$ cat config.mk
export PLATFORM = sky130hd
export DESIGN_NAME = pc_seq_flat
export DESIGN_NICKNAME = d
export VERILOG_FILES = /design/src/rtl/pc_seq_if.sv /design/src/rtl/pc_seq.sv /design/src/flat_wrapper.sv
export SDC_FILE = /design/constraint.sdc
export NUM_CORES = 1
export LEC_CHECK = 0
export CORE_ASPECT_RATIO = 1.5
export CORE_MARGIN = 10
export CORE_UTILIZATION = 35
export CTS_CLUSTER_DIAMETER = 150
export DETAILED_ROUTE_END_ITERATION = 8
export GPL_ROUTABILITY_DRIVEN = 0
export PLACE_DENSITY = 0.6
export SLEW_MARGIN = 10
export SYNTH_ARGS = -nofsm -noshare
export SYNTH_HDL_FRONTEND = slang
export SYNTH_SLANG_ARGS = --single-unit
export TNS_END_PERCENT = 20
$ cat constraint.sdc
create_clock -name CLK -period 3.4 [get_ports CLK]
set_input_delay 0.68 -clock CLK [delete_from_list [all_inputs] [get_ports CLK]]
set_output_delay 0.68 -clock CLK [all_outputs]
set_load 0.005 [all_outputs]
$ cat src/rtl/pc_seq_if.sv
// pc_seq control/status bundle: decoder side drives the
// enables and targets, the counter drives PC and status.
interface pc_seq_if #(
  parameter int PC_W  = 10,
  parameter int OFF_W = 8,
  parameter int SP_W  = 3
);
  logic             stall;
  logic             branch_en;
  logic             jump_en;
  logic             call_en;
  logic             ret_en;
  logic [PC_W-1:0]  Target;
  logic [OFF_W-1:0] Offset;
  logic [PC_W-1:0]  PC;
  logic             halt;
  logic [1:0]       fault;
  logic [SP_W-1:0]  sp;

  modport master (
    output stall, branch_en, jump_en,
    output call_en, ret_en, Target, Offset,
    input  PC, halt, fault, sp
  );

  modport slave (
    input  stall, branch_en, jump_en,
    input  call_en, ret_en, Target, Offset,
    output PC, halt, fault, sp
  );
endinterface

$ cat src/rtl/pc_seq.sv
// Program counter with branch/jump/call/return and sticky halt.
// Return-address stack built only when PC_RAS_EN is defined.
module pc_seq #(
  parameter int PC_W      = 10,
  parameter int OFF_W     = 8,
  parameter int HALT_ADDR = 63,
  parameter int RAS_DEPTH = 4
) (
  input logic     CLK,
  input logic     init_n,
  pc_seq_if.slave bus
);
  localparam int SP_W = $clog2(RAS_DEPTH + 1);

  typedef enum logic {
    RUN,
    HALTED
  } state_t;

  state_t          r_state;
  logic [PC_W-1:0] r_pc;
  logic            r_halt;
  logic [1:0]      r_fault;

  logic            w_over;
  logic [PC_W-1:0] w_inc;
  logic [PC_W:0]   w_jsum;

  assign w_over = r_pc > PC_W'(HALT_ADDR);
  assign w_inc  = r_pc + PC_W'(1);
  // bit PC_W set means the jump left 0..2^PC_W-1
  assign w_jsum = {1'b0, r_pc}
                + {{(PC_W+1-OFF_W){bus.Offset[OFF_W-1]}},
                   bus.Offset};

`ifdef PC_RAS_EN
  localparam int IDX_W =
    (RAS_DEPTH > 1) ? $clog2(RAS_DEPTH) : 1;

  logic [SP_W-1:0] r_sp;
  logic [PC_W-1:0] r_ras [RAS_DEPTH];
  logic [SP_W-1:0] w_spm1;
  logic            w_full;
  logic            w_empty;
  logic            w_push;

  assign w_spm1  = r_sp - SP_W'(1);
  assign w_full  = r_sp == SP_W'(RAS_DEPTH);
  assign w_empty = r_sp == '0;
  assign w_push  = (r_state == RUN) && !w_over
                && !bus.stall && !bus.ret_en
                && bus.call_en && !w_full;

  always_ff @(posedge CLK) begin
    if (w_push)
      r_ras[r_sp[IDX_W-1:0]] <= w_inc;
  end

  assign bus.sp = r_sp;
`else
  logic w_unused;
  assign w_unused = bus.ret_en;
  assign bus.sp   = '0;
`endif

  always_ff @(posedge CLK or negedge init_n) begin
    if (!init_n) begin
      r_state <= RUN;
      r_pc    <= '0;
      r_halt  <= 1'b0;
      r_fault <= 2'd0;
`ifdef PC_RAS_EN
      r_sp    <= '0;
`endif
    end else begin
      unique case (r_state)
        RUN: begin
          if (w_over) begin
            r_state <= HALTED;
            r_halt  <= 1'b1;
            r_fault <= 2'd0;
          end else if (bus.stall) begin
            r_pc <= r_pc;
`ifdef PC_RAS_EN
          end else if (bus.ret_en) begin
            if (w_empty) begin
              r_state <= HALTED;
              r_halt  <= 1'b1;
              r_fault <= 2'd3;
            end else begin
              r_pc <= r_ras[w_spm1[IDX_W-1:0]];
              r_sp <= w_spm1;
            end
          end else if (bus.call_en) begin
            if (w_full) begin
              r_state <= HALTED;
              r_halt  <= 1'b1;
              r_fault <= 2'd2;
            end else begin
              r_pc <= bus.Target;
              r_sp <= r_sp + SP_W'(1);
            end
`else
          end else if (bus.call_en) begin
            r_pc <= bus.Target;
`endif
          end else if (bus.branch_en) begin
            r_pc <= bus.Target;
          end else if (bus.jump_en) begin
            if (w_jsum[PC_W]) begin
              r_state <= HALTED;
              r_halt  <= 1'b1;
              r_fault <= 2'd1;
            end else begin
              r_pc <= w_jsum[PC_W-1:0];
            end
          end else begin
            r_pc <= w_inc;
          end
        end
        HALTED: begin
          r_state <= HALTED;
        end
      endcase
    end
  end

  assign bus.PC    = r_pc;
  assign bus.halt  = r_halt;
  assign bus.fault = r_fault;
endmodule
$ cat src/flat_wrapper.sv
// flat-port wrapper written by rule: the top's interface ports become plain ports
module pc_seq_flat 
#(
  parameter int PC_W      = 10,
  parameter int OFF_W     = 8,
  parameter int HALT_ADDR = 63,
  parameter int RAS_DEPTH = 4
)
  (CLK, init_n, bus_stall, bus_branch_en, bus_jump_en, bus_call_en, bus_ret_en, bus_Target, bus_Offset, bus_PC, bus_halt, bus_fault, bus_sp);
  pc_seq_if #(.PC_W(PC_W), .OFF_W(OFF_W)) bus_i ();
  input logic CLK;
  input logic init_n;
  input wire logic [$bits(bus_i.stall)-1:0] bus_stall;
  input wire logic [$bits(bus_i.branch_en)-1:0] bus_branch_en;
  input wire logic [$bits(bus_i.jump_en)-1:0] bus_jump_en;
  input wire logic [$bits(bus_i.call_en)-1:0] bus_call_en;
  input wire logic [$bits(bus_i.ret_en)-1:0] bus_ret_en;
  input wire logic [$bits(bus_i.Target)-1:0] bus_Target;
  input wire logic [$bits(bus_i.Offset)-1:0] bus_Offset;
  output wire logic [$bits(bus_i.PC)-1:0] bus_PC;
  output wire logic [$bits(bus_i.halt)-1:0] bus_halt;
  output wire logic [$bits(bus_i.fault)-1:0] bus_fault;
  output wire logic [$bits(bus_i.sp)-1:0] bus_sp;
  assign bus_i.stall = bus_stall;
  assign bus_i.branch_en = bus_branch_en;
  assign bus_i.jump_en = bus_jump_en;
  assign bus_i.call_en = bus_call_en;
  assign bus_i.ret_en = bus_ret_en;
  assign bus_i.Target = bus_Target;
  assign bus_i.Offset = bus_Offset;
  assign bus_PC = bus_i.PC;
  assign bus_halt = bus_i.halt;
  assign bus_fault = bus_i.fault;
  assign bus_sp = bus_i.sp;
  pc_seq #(.PC_W(PC_W), .OFF_W(OFF_W), .HALT_ADDR(HALT_ADDR), .RAS_DEPTH(RAS_DEPTH)) u_core (.CLK(CLK), .init_n(init_n), .bus(bus_i));
endmodule
Figure 1. PDN straps and rails.
(4 px per micron) Pins as bars on the die edge. Tap cells in grey.
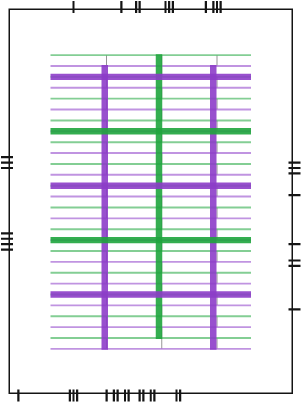
Purple stands for VSS. Green stands for VDD.
3 straps on met4. 43 tap cells. 28 met1 rails follow the rows. The core has 27 rows. 5 straps on met5.
worst vdd ir: 0.160 mV
Die Height: 95.6 microns
die x size: 70.4 microns
core box area: 3680 sq um

Figure 2. M3 wires.
(3 px per micron)
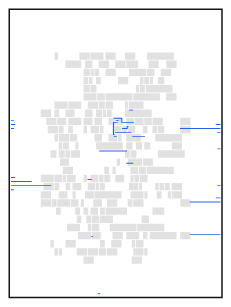
The layer carries 102 microns of wire. The longest straight run is 13.2 microns. 23 nets have wire on it.
met3 usage: 0.0125
via count: 1,363
drt total wl: 4120 microns

==> impl_metrics.csv <==
group,metric,value,unit
cts,cts-resized-gates,0,
final_timing,max_slew_margin,0.597,
power,p_sw_frac,0.331,
routing,drc,0,
grt,grt_util_met1,0.133,
power,p_seq_frac,0.355,
routing,routed.top_layer,"met4",
layout,fin_nets,234,
cts,cts-hold-fix-buffers,0,
power,p_total,513,uW
yosys,synthAdderAreaFrac,0.118,
placement,dp_slack,184,ps
grt,grt_pass1_vias,1370,
status,outcome,"finished clean",
yosys,compound_area_frac,0.279,
routing,drt_pass1_iterations,4,
hold_path,whs_path_depth,2,
floorplanning,die_area,6730,sq um
layout,areaGrowthSynthToFinish,32.5,%
grt,use_met2,0.222,
final_timing,grt_setup_unrepaired,"false",
layout,drive_above_1_share,0.0663,
setup_path,critPathKind,"in2reg",
routing,postRouteAntennaNets,0,
placement,port_buffers,35,
final_timing,max_freq,336,MHz
final_timing,post-route-period-util,0.874,
hold_path,hold-path-endpoint,"u_core.bus.fault[0]",
power,p_per_area,290,nW/um^2
yosys,synth_top_area_share,0.244,
power,switchingPower,170,uW
yosys,topCombFamilyByArea,"AND-OR/OR-AND gates",
yosys,ys_sh_simple,0.210,
setup_path,worstSetupEndpoint,"u_core.bus.fault[0]",
routing,viasPerCell,5.70,
yosys,yosys_area,1330,sq um
setup_path,rrSetupSlack,760,ps
setup_path,critPathLaunchType,"input pin",
power,power_leader,"combinational logic",
hold_path,hold_start,"u_core.bus.fault[0]",
final_timing,setup_viol,0,
grt,grt.total_usage,0.120,
setup_path,required,3560,ps
layout,layout_top_cell,"clkdlybuf4s50_1",
setup_path,crit_path_end_kind,"flip-flop",
routing,wl_met2,2180,microns
yosys,netlist_area,1330,sq um
routing,wl_met1,1750,microns
layout,diodes,0,
setup_path,cp-startpoint,"bus_Offset[0]",
flow_run,tool_warnings,27,
yosys,syn_area_per_cell,8.39,sq um
power,p_int,343,uW
cts,cts_buffers,3,
yosys,flop_cell,"dfrtp_1",
final_timing,period_needed,2970,ps
grt,antenna_found_initial,0,
routing,drt_iter0_markers,50,
grt,grt_busiest_layer,"met2",
setup_path,timing.rr.end,"u_core.bus.fault[0]",
power,pwr-share-clk,0.277,
grt,grt_pass1_wl,6680,microns
layout,finish.instance_area,1770,sq um
placement,dp.cells,235,
power,comb_power,188,uW
setup_path,r2r_start,"u_core.bus.PC[0]",
cts,clkSlewWorstSetupHoldPaths,60,ps
final_timing,hold_slack,539,ps
floorplanning,placementRows,27,
layout,fin_util,0.480,
flow_run,drv_cap,0,
yosys,ys.flops,13,
layout,fill_cells,357,
yosys,ys_cells,159,
yosys,postSynth.asyncResetShare,1.00,
power,seq-power,182,uW
yosys,area_leaders,"dfrtp_1 (24%), ha_1 (10%), a21oi_1 (4.9%), xnor2_1 (4.6%), o21ai_0 (4.5%)",
grt,gr-total-overflow,0,
yosys,syn-instance-count,159,
Figure 3. Clock routing.
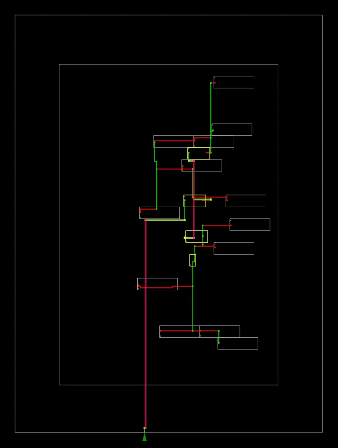
clock sink total: 13
Latency at later pin: 250 ps
clock skew: 2.90 ps
Seq Cell Count: 13
Clk. pwr: 142 uW

==> cell type report <==
type	count	area (sq um)	area share
clock buffer	4	45.0	0.0255
inverter	5	18.8	0.0106
multi-input combinational	136	951	0.538
sequential	13	325	0.184
tap	43	53.8	0.0305
timing repair buffer	38	373	0.211
==> critical path, stage by stage <==
cell and delay [ps]:
clkdlybuf4s50_1 470, ha_1 220, fa_1 230, nand3_1 130
a211o_1 350, a21oi_1 190, nor3_1 60, or4b_1 560
o31ai_1 240
==> flip-flops by register name, summed over array words and instances, names as in the netlist <==
register / flops
u_core.bus.fault: 1
u_core.bus.PC: 10
u_core.r_state: 1
u_core.bus.halt: 1
Power figures rest on the tool's default switching activity, not on a simulated workload.
